$ cat config.mk
export PLATFORM = sky130hd
export DESIGN_NAME = pc_next_unit_flat
export DESIGN_NICKNAME = d
export VERILOG_FILES = /design/src/rtl/pc_next_if.sv /design/src/rtl/pc_next_unit.sv /design/src/flat_wrapper.sv
export SDC_FILE = /design/constraint.sdc
export NUM_CORES = 1
export LEC_CHECK = 0
export ABC_AREA = 0
export CAP_MARGIN = 20
export CORE_ASPECT_RATIO = 1.4
export CORE_MARGIN = 5
export CORE_UTILIZATION = 45
export CTS_CLUSTER_DIAMETER = 50
export DETAILED_ROUTE_END_ITERATION = 12
export PLACE_DENSITY = 0.9
export SYNTH_ARGS = -nofsm -noshare
export SYNTH_HDL_FRONTEND = slang
export SYNTH_SLANG_ARGS = --single-unit
$ cat constraint.sdc
create_clock -name clk -period 3 [get_ports clk]
set_input_delay 0.6 -clock clk [delete_from_list [all_inputs] [get_ports clk]]
set_output_delay 0.6 -clock clk [all_outputs]
set_load 0.005 [all_outputs]
$ cat src/rtl/pc_next_if.sv
// ============================================================================
// pc_next_if : redirect requests in, fetch PC and status out
// Rev 1.0
// ============================================================================
`default_nettype none

interface pc_next_if;
    logic        stall;
    logic        branch_taken;
    logic [31:0] branch_pc4;
    logic [31:0] branch_offset;
    logic        jump;
    logic [31:0] jump_pc4;
    logic [25:0] jump_index;
    logic        jr;
    logic [31:0] jr_target;
    logic [31:0] pc;
    logic [31:0] pc_plus4;
    logic        fetch_valid;
    logic        redirect_pending;
    logic        misalign;

    modport master (
        output stall, branch_taken, branch_pc4, branch_offset,
        output jump, jump_pc4, jump_index, jr, jr_target,
        input  pc, pc_plus4, fetch_valid, redirect_pending, misalign
    );

    modport slave (
        input  stall, branch_taken, branch_pc4, branch_offset,
        input  jump, jump_pc4, jump_index, jr, jr_target,
        output pc, pc_plus4, fetch_valid, redirect_pending, misalign
    );
endinterface

`default_nettype wire

$ cat src/rtl/pc_next_unit.sv
// ============================================================================
// pc_next_unit : PC register with next-PC select and one stalled-redirect buffer
// Rev 1.0
// ============================================================================
`default_nettype none

module pc_next_unit #(
    parameter logic [31:0] RESET_PC    = 32'h0000_3000,
    parameter bit          ALIGN_CHECK = 1'b1
) (
    input  wire logic  clk,
    input  wire logic  rst_n,
    pc_next_if.slave   bus
);
    typedef enum logic [1:0] {
        S_BOOT = 2'd0,
        S_RUN  = 2'd1,
        S_HOLD = 2'd2
    } state_t;

    state_t      state_q, state_d;
    logic [31:0] pc_q, pc_d;
    logic [31:0] buf_q, buf_d;
    logic        pend_q, pend_d;
    logic        mis_q, mis_d;

    logic [31:0] w_branch_tgt;
    logic [31:0] w_jump_tgt;
    logic [31:0] w_jr_tgt;
    logic [31:0] w_target;
    logic [31:0] w_pc_plus4;
    logic        w_redir;

    assign w_branch_tgt = bus.branch_pc4 + bus.branch_offset;
    assign w_jump_tgt   = {bus.jump_pc4[31:28], bus.jump_index, 2'b00};
    assign w_jr_tgt     = ALIGN_CHECK ? {bus.jr_target[31:2], 2'b00} : bus.jr_target;
    assign w_pc_plus4   = pc_q + 32'd4;
    assign w_redir      = bus.jr | bus.jump | bus.branch_taken;

    // jr outranks jump, which outranks branch; losers are simply dropped
    always_comb begin
        w_target = w_branch_tgt;
        if (bus.jr)
            w_target = w_jr_tgt;
        else if (bus.jump)
            w_target = w_jump_tgt;
    end

    always_comb begin
        state_d = state_q;
        pc_d    = pc_q;
        buf_d   = buf_q;
        pend_d  = pend_q;
        mis_d   = 1'b0;
        case (state_q)
            S_BOOT: begin
                state_d = S_RUN;
            end
            S_RUN: begin
                mis_d = ALIGN_CHECK && bus.jr && (bus.jr_target[1:0] != 2'b00);
                if (!bus.stall) begin
                    pc_d = w_redir ? w_target : w_pc_plus4;
                end else if (w_redir) begin
                    buf_d   = w_target;
                    pend_d  = 1'b1;
                    state_d = S_HOLD;
                end
            end
            S_HOLD: begin
                mis_d = ALIGN_CHECK && bus.jr && (bus.jr_target[1:0] != 2'b00);
                if (bus.stall) begin
                    if (w_redir)
                        buf_d = w_target;
                end else begin
                    // a redirect arriving with the stall release is newer than the buffer
                    pc_d    = w_redir ? w_target : buf_q;
                    pend_d  = 1'b0;
                    state_d = S_RUN;
                end
            end
            default: begin
                state_d = S_BOOT;
                pend_d  = 1'b0;
            end
        endcase
    end

    always_ff @(posedge clk or negedge rst_n) begin
        if (!rst_n) begin
            state_q <= S_BOOT;
            pc_q    <= RESET_PC;
            buf_q   <= 32'd0;
            pend_q  <= 1'b0;
            mis_q   <= 1'b0;
        end else begin
            state_q <= state_d;
            pc_q    <= pc_d;
            buf_q   <= buf_d;
            pend_q  <= pend_d;
            mis_q   <= mis_d;
        end
    end

    assign bus.pc               = pc_q;
    assign bus.pc_plus4         = w_pc_plus4;
    assign bus.fetch_valid      = (state_q != S_BOOT);
    assign bus.redirect_pending = pend_q;
    assign bus.misalign         = mis_q;

endmodule

`default_nettype wire
$ cat src/flat_wrapper.sv
// flat-port wrapper written by rule: the top's interface ports become plain ports
module pc_next_unit_flat 
#(
    parameter logic [31:0] RESET_PC    = 32'h0000_3000,
    parameter bit          ALIGN_CHECK = 1'b1
)
  (clk, rst_n, bus_stall, bus_branch_taken, bus_branch_pc4, bus_branch_offset, bus_jump, bus_jump_pc4, bus_jump_index, bus_jr, bus_jr_target, bus_pc, bus_pc_plus4, bus_fetch_valid, bus_redirect_pending, bus_misalign);
  pc_next_if bus_i ();
  input  wire logic clk;
  input  wire logic rst_n;
  input wire logic [$bits(bus_i.stall)-1:0] bus_stall;
  input wire logic [$bits(bus_i.branch_taken)-1:0] bus_branch_taken;
  input wire logic [$bits(bus_i.branch_pc4)-1:0] bus_branch_pc4;
  input wire logic [$bits(bus_i.branch_offset)-1:0] bus_branch_offset;
  input wire logic [$bits(bus_i.jump)-1:0] bus_jump;
  input wire logic [$bits(bus_i.jump_pc4)-1:0] bus_jump_pc4;
  input wire logic [$bits(bus_i.jump_index)-1:0] bus_jump_index;
  input wire logic [$bits(bus_i.jr)-1:0] bus_jr;
  input wire logic [$bits(bus_i.jr_target)-1:0] bus_jr_target;
  output wire logic [$bits(bus_i.pc)-1:0] bus_pc;
  output wire logic [$bits(bus_i.pc_plus4)-1:0] bus_pc_plus4;
  output wire logic [$bits(bus_i.fetch_valid)-1:0] bus_fetch_valid;
  output wire logic [$bits(bus_i.redirect_pending)-1:0] bus_redirect_pending;
  output wire logic [$bits(bus_i.misalign)-1:0] bus_misalign;
  assign bus_i.stall = bus_stall;
  assign bus_i.branch_taken = bus_branch_taken;
  assign bus_i.branch_pc4 = bus_branch_pc4;
  assign bus_i.branch_offset = bus_branch_offset;
  assign bus_i.jump = bus_jump;
  assign bus_i.jump_pc4 = bus_jump_pc4;
  assign bus_i.jump_index = bus_jump_index;
  assign bus_i.jr = bus_jr;
  assign bus_i.jr_target = bus_jr_target;
  assign bus_pc = bus_i.pc;
  assign bus_pc_plus4 = bus_i.pc_plus4;
  assign bus_fetch_valid = bus_i.fetch_valid;
  assign bus_redirect_pending = bus_i.redirect_pending;
  assign bus_misalign = bus_i.misalign;
  pc_next_unit #(.RESET_PC(RESET_PC), .ALIGN_CHECK(ALIGN_CHECK)) u_core (.clk(clk), .rst_n(rst_n), .bus(bus_i));
endmodule
==> impl_metrics.py, run 1 <==
# Synthesis and PnR figures
metrics = {
    "final_timing": {
        "finalSetupViolCount": 1,
        "fin_hold_ws_ns": 0.446,
        "relative_max_transition_margin": 0.418,
        "timing.clock.skew_ns": 0.00620,
        "post-route-min-period_ns": 3.01,
        "hold_viol_final": 0,
        "fmaxAchievable_ghz": 0.332,
        "finalClockPeriodUsage": 1.00,
        "totalNegativeSetupSlack_ns": -0.0125,
        "finalMaxSlewViolations": 0,
        "tightest_slew_ns": 0.872,
        "finalWorstSetupSlack_ns": -0.0125,
    },
    "worst_setup_path": {
        "path_class": "in2reg",
        "worst_setup_path_endpoint": "u_core.bus.pc[27]$_DFFE_PN0P_",
        "critical_path_at_ns": 3.23,
        "critical_path.max_stage_delay_ns": 0.45,
        "setup.worst_path.start_class": "primary input",
        "critical_path_cell_list": "clkdlybuf4s50_1, ha_4, nand2_1, o31ai_2, o2111a_1, a211oi_2, buf_4, o21a_1, o41a_1, a32oi_2, nand2_1",
        "timing.rr.start": "u_core.state_q[0]$_DFFE_PN0P_",
        "critPathMaxFanout": 3,
        "timing.rr.end": "u_core.bus.pc[23]$_DFFE_PN0P_",
        "critical_path_depth": 11,
        "worst_path_max_delay_cell": "sky130_fd_sc_hd__clkdlybuf4s50_1",
        "setup.worst_path.start": "bus_branch_offset[14]",
        "reg2regPathDepth": 9,
    },
    "clocking": {
        "ctsResizeCount": 50,
        "cts-buffers-inserted": 9,
        "path_clk_slew_ns": 0.05,
        "cts.hold.buffers_added": 0,
        "cts.sink_count": 68,
        "postCtsSetupRepairBufs": 8,
        "tritoncts": "yes",
    },
    "die": {
        "core_area_mm2": 0.0138,
        "die-height_um": 150,
        "tap-cell-count": 185,
        "placementRows": 51,
        "chip_footprint_mm2": 0.0165,
    },
    "power": {
        "power.share.sequential": 0.264,
        "power.combinational.total_w": 0.00390,
        "power_report.internal_total_w": 0.00411,
        "total_leakage_power_nw": 4.32,
        "power.ir.vdd_worst_v": 0.000426,
        "power_frac_clock": 0.158,
        "power-top-group": "combinational cells",
        "power-per-cell-area_mw_per_mm2": 676,
        "p_switching_w": 0.00265,
    },
    "final_layout": {
        "finish.utilization": 0.725,
        "seqAreaFraction": 0.171,
        "clk_share": 0.0303,
        "buffers_excl_clock": 332,
        "post_layout_nonfiller_instances": 1265,
        "logic_gate_count": 641,
        "final_cell_mix": "sky130_fd_sc_hd__clkdlybuf4s50_1, sky130_fd_sc_hd__buf_4, sky130_fd_sc_hd__nand2_1",
        "insertedDiodeCount": 1,
        "layout_top_cell_excl_fill_tap": "sky130_fd_sc_hd__clkdlybuf4s50_1",
        "drive_above_1_share": 0.231,
        "post-route-cell-area_mm2": 0.00999,
        "layout.area.comb_mm2": 0.00466,
        "non_clock_inverter_count": 22,
        "flow.area_growth_from_synthesis_pct": 59.1,
        "largest_cell_class_by_area": "combinational gates",
        "final_nets": 1271,
    },
    "synthesis": {
        "synth.yosys.warnings": 0,
        "synthTopCellsByCount": "sky130_fd_sc_hd__nand2_1, sky130_fd_sc_hd__o21ai_0, sky130_fd_sc_hd__dfrtp_1",
        "post_synth_and_or_nand_nor_area_fraction": 0.199,
        "post_synth_num_cell_types": 86,
        "share_of_synthesized_cell_area_in_full_adder_half_adder_and_majority_cells": 0.0749,
        "synth_async_sr_flop_share": 1.00,
        "synth.largest_area_cell": "sky130_fd_sc_hd__dfrtp_1",
        "synth.area.mux_share": 0.0249,
        "ys_top_logic_family": "AND-OR/OR-AND gates",
        "floorplan_nets": 977,
        "yosys.cell_count.top_type": "sky130_fd_sc_hd__nand2_1",
        "netlist_top_cells_area": "sky130_fd_sc_hd__dfrtp_1, sky130_fd_sc_hd__ha_1, sky130_fd_sc_hd__o21ai_0, sky130_fd_sc_hd__nand2_1, sky130_fd_sc_hd__a21oi_1",
        "yosys.area.top_type_share": 0.263,
        "compound_area_frac": 0.308,
        "yosys.stat.seqShare": 0.271,
        "synth-xor-area-share": 0.0642,
    },
    "detailed_routing": {
        "detailedRoute.firstPassIterationCount": 7,
        "antenna_left": 0,
        "wl_per_cell_um": 20.8,
        "wl_met2_um": 12800,
        "routed-wl-met3_um": 2380,
        "via_count": 7938,
        "dr.first_iter.drc_count": 866,
        "highest_layer": "met4",
    },
    "status": {
        "result_of_the_run": "complete, but fails checks",
        "failed_checks": "setup timing",
    },
    "grt": {
        "globalRouteTotalUtil": 0.297,
        "grt_pass1_vias": 7640,
        "global_route_wire_length_before_repair_um": 38500,
        "grtUsageMet2": 0.508,
        "number_of_antenna_violations_at_the_first_check_in_global_routing": 1,
        "gr-usage-met1": 0.349,
        "grt_most_used_layer": "met2",
        "grt_use_met3": 0.0401,
        "grt_remaining_overflow": 0,
    },
    "min_path": {
        "min_path_type": "in2async",
    },
    "placed_design": {
        "placement.setup.worst_slack_ns": -0.660,
        "port-buffer-count": 198,
        "estimated_wirelength_of_the_detail_placed_design_um": 18900,
        "numPlacedInstances": 1230,
    },
    "run": {
        "max_cap_violations": 0,
    },
}
### Signal wires on met1, run 1

Supply wires on this layer in gray.
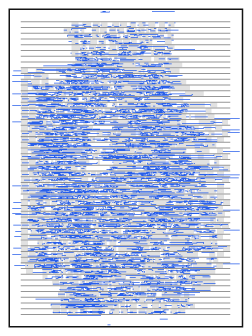
- share of all routed wire: 35%
- nets with wire on the layer: 1119
- longest straight run: 41.4 µm
- wire length on this layer: 9240 µm
- main direction: horizontal

### Cells colored by class, run 1

The bar under the picture is 20 µm long.
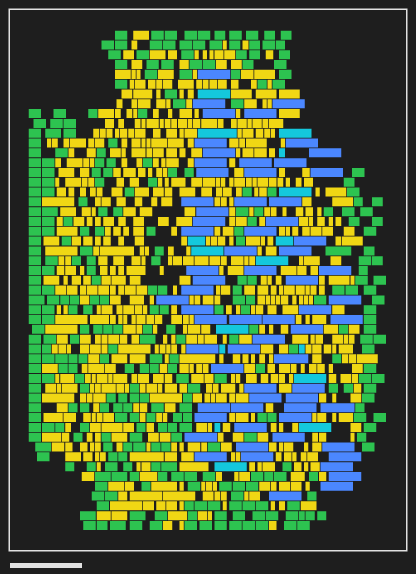
- yellow: combinational and other logic (cells 663; share of their area 49%)
- cyan: clock drivers and dummy loads (cells 16; share of their area 3.1%)
- blue: flops (cells 68; share of their area 17%)
- green: other buffers and delay cells (cells 332; share of their area 31%)

### The clock network, run 1

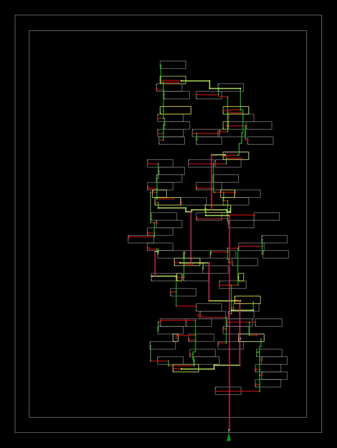
Flop Count: 68
clock group total power: 0.00107 W
clock latency on the worst-skew pair: 0.34 ns
clock tree buffer count of the final layout: 11

==> run 2, diff against run 1 <==
--- a/config.mk
+++ b/config.mk
@@ -12,7 +12,9 @@
 export CORE_UTILIZATION = 45
 export CTS_CLUSTER_DIAMETER = 50
 export DETAILED_ROUTE_END_ITERATION = 12
+export GPL_ROUTABILITY_DRIVEN = 0
 export PLACE_DENSITY = 0.9
+export SKIP_LAST_GASP = 1
 export SYNTH_ARGS = -nofsm -noshare
 export SYNTH_HDL_FRONTEND = slang
 export SYNTH_SLANG_ARGS = --single-unit
### Cells colored by class, run 2

The bar under the picture is 20 µm long.
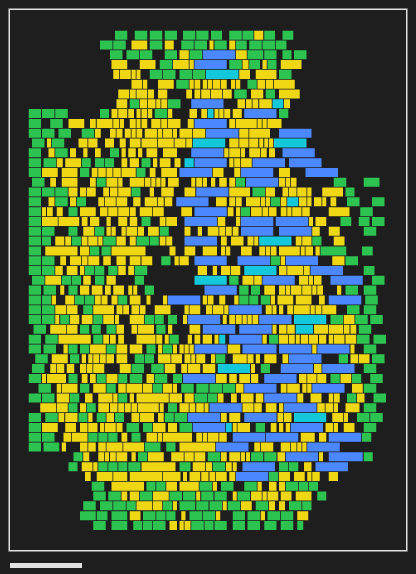
core area: 0.0138 mm²
cell row count: 51
finished layout cell area: 0.00980 mm²
Finished Core Util: 0.711

### The clock network, run 2

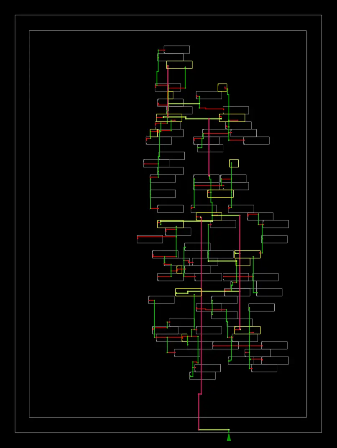
clock latency on the worst-skew pair: 0.33 ns
Fin Clk Skew: 0.00759 ns
clock tree buffer count of the final layout: 10

==> run 2 against run 1 <==
Against the previous run:
- clock power shrank 9%
- sequential share of layout area grew 0.32 points
- wire length fell by 4.8%
- setup slack worse by 0.13 ns
- die size did not move
- critical path depth decreased by 4
- flip-flop count unchanged
- the run still ends with setup timing left
- hold slack improved by 0.014 ns
- non-clock buffer count fell by 5
- combinational power decreased by 2%
- maximum frequency decreased by 4.1%
==> impl_metrics.py, run 2 <==
# Synthesis and PnR figures
metrics = {
    "placed_design": {
        "estimated_wirelength_of_the_detail_placed_design_um": 18500,
        "placement.setup.worst_slack_ns": -0.605,
        "numPlacedInstances": 1226,
        "port-buffer-count": 198,
    },
    "final_timing": {
        "tightest_slew_ns": 0.857,
        "fin_hold_ws_ns": 0.460,
        "fmaxAchievable_ghz": 0.318,
        "post-route-min-period_ns": 3.14,
        "relative_max_transition_margin": 0.429,
        "finalMaxSlewViolations": 0,
        "finalWorstSetupSlack_ns": -0.140,
        "totalNegativeSetupSlack_ns": -0.315,
        "finalSetupViolCount": 4,
        "finalClockPeriodUsage": 1.05,
        "hold_viol_final": 0,
    },
    "worst_setup_path": {
        "worst_setup_path_endpoint": "bus_pc_plus4[24]",
        "critPathMaxFanout": 5,
        "timing.rr.start": "u_core.bus.pc[12]$_DFFE_PN1P_",
        "critical_path.max_stage_delay_ns": 0.55,
        "setup.worst_path.start_class": "flip-flop",
        "path_class": "reg2out",
        "timing.rr.end": "u_core.bus.pc[23]$_DFFE_PN0P_",
        "critical_path_depth": 7,
        "reg2regPathDepth": 11,
        "critical_path_at_ns": 2.54,
        "worst_path_max_delay_cell": "sky130_fd_sc_hd__clkdlybuf4s50_1",
        "critical_path_cell_list": "and4_4, and3_4, and4_4, nand2_1, nor2_4, xor2_1, clkdlybuf4s50_1",
        "setup.worst_path.start": "u_core.bus.pc[12]$_DFFE_PN1P_",
    },
    "clocking": {
        "ctsLongestPathBuffers": 2,
        "cts.hold.buffers_added": 0,
        "postCtsSetupRepairBufs": 17,
        "path_clk_slew_ns": 0.06,
        "tritoncts": "yes",
        "ctsResizeCount": 42,
        "cts-buffers-inserted": 9,
        "cts.sink_count": 68,
    },
    "synthesis": {
        "netlist_top_cells_area": "sky130_fd_sc_hd__dfrtp_1, sky130_fd_sc_hd__ha_1, sky130_fd_sc_hd__o21ai_0, sky130_fd_sc_hd__nand2_1, sky130_fd_sc_hd__a21oi_1",
        "yosys.stat.seqShare": 0.271,
        "compound_area_frac": 0.308,
        "floorplan_nets": 977,
        "share_of_synthesized_cell_area_in_full_adder_half_adder_and_majority_cells": 0.0749,
        "synthTopCellsByCount": "sky130_fd_sc_hd__nand2_1, sky130_fd_sc_hd__o21ai_0, sky130_fd_sc_hd__dfrtp_1",
        "synth.yosys.warnings": 0,
        "synth_async_sr_flop_share": 1.00,
        "post_synth_and_or_nand_nor_area_fraction": 0.199,
        "yosys.area.top_type_share": 0.263,
        "synth-xor-area-share": 0.0642,
        "ys_top_logic_family": "AND-OR/OR-AND gates",
        "yosys.cell_count.top_type": "sky130_fd_sc_hd__nand2_1",
        "post_synth_instance_area_mm2": 0.00628,
        "synth.largest_area_cell": "sky130_fd_sc_hd__dfrtp_1",
        "synth.area.mux_share": 0.0249,
        "post_synth_num_cell_types": 86,
    },
    "die": {
        "chip_footprint_mm2": 0.0165,
        "die-height_um": 150,
        "tap-cell-count": 185,
    },
    "grt": {
        "grtUsageMet2": 0.493,
        "grt_remaining_overflow": 0,
        "gr-usage-met1": 0.328,
        "grt_most_used_layer": "met2",
        "number_of_antenna_violations_at_the_first_check_in_global_routing": 0,
        "grt_pass1_vias": 7694,
        "global_route_wire_length_before_repair_um": 37900,
        "globalRouteTotalUtil": 0.290,
        "grt_use_met3": 0.0548,
    },
    "power": {
        "power_report.internal_total_w": 0.00400,
        "power-top-group": "combinational cells",
        "p_switching_w": 0.00260,
        "total_leakage_power_nw": 4.23,
        "power_frac_clock": 0.148,
        "power.share.sequential": 0.269,
        "power.ir.vdd_worst_v": 0.000447,
        "power_clock_w": 0.000977,
        "power-per-cell-area_mw_per_mm2": 673,
        "power.combinational.total_w": 0.00384,
    },
    "detailed_routing": {
        "routed-wl-met3_um": 2220,
        "antenna_left": 0,
        "detailedRoute.firstPassIterationCount": 5,
        "wl_met2_um": 12400,
        "highest_layer": "met4",
        "via_count": 7770,
        "dr.first_iter.drc_count": 599,
        "wl_per_cell_um": 19.9,
    },
    "final_layout": {
        "insertedDiodeCount": 0,
        "layout.area.comb_mm2": 0.00454,
        "layout_top_cell_excl_fill_tap": "sky130_fd_sc_hd__clkdlybuf4s50_1",
        "ff_latch_area_mm2": 0.00170,
        "seqAreaFraction": 0.174,
        "final_cell_mix": "sky130_fd_sc_hd__clkdlybuf4s50_1, sky130_fd_sc_hd__buf_4, sky130_fd_sc_hd__nand2_1",
        "logic_gate_count": 641,
        "post_layout_nonfiller_instances": 1259,
        "clk_share": 0.0285,
        "final_nets": 1266,
        "flow.area_growth_from_synthesis_pct": 56.1,
        "flop_count": 68,
        "buffers_excl_clock": 327,
        "largest_cell_class_by_area": "combinational gates",
        "drive_above_1_share": 0.212,
    },
    "status": {
        "failed_checks": "setup timing",
        "result_of_the_run": "complete, but fails checks",
    },
    "min_path": {
        "min_path_type": "in2async",
    },
    "run": {
        "max_cap_violations": 0,
    },
}
### Signal wires on met1, run 2

Supply wires on this layer in gray.
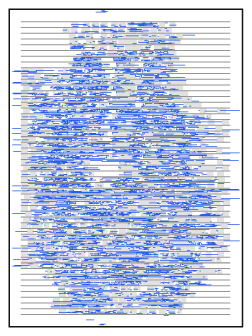
- share of all routed wire: 35%
- longest straight run: 38.6 µm
- main direction: horizontal
- nets with wire on the layer: 1102
- wire length on this layer: 8760 µm

No activity file was given, so power comes from the tool's default toggle rates.
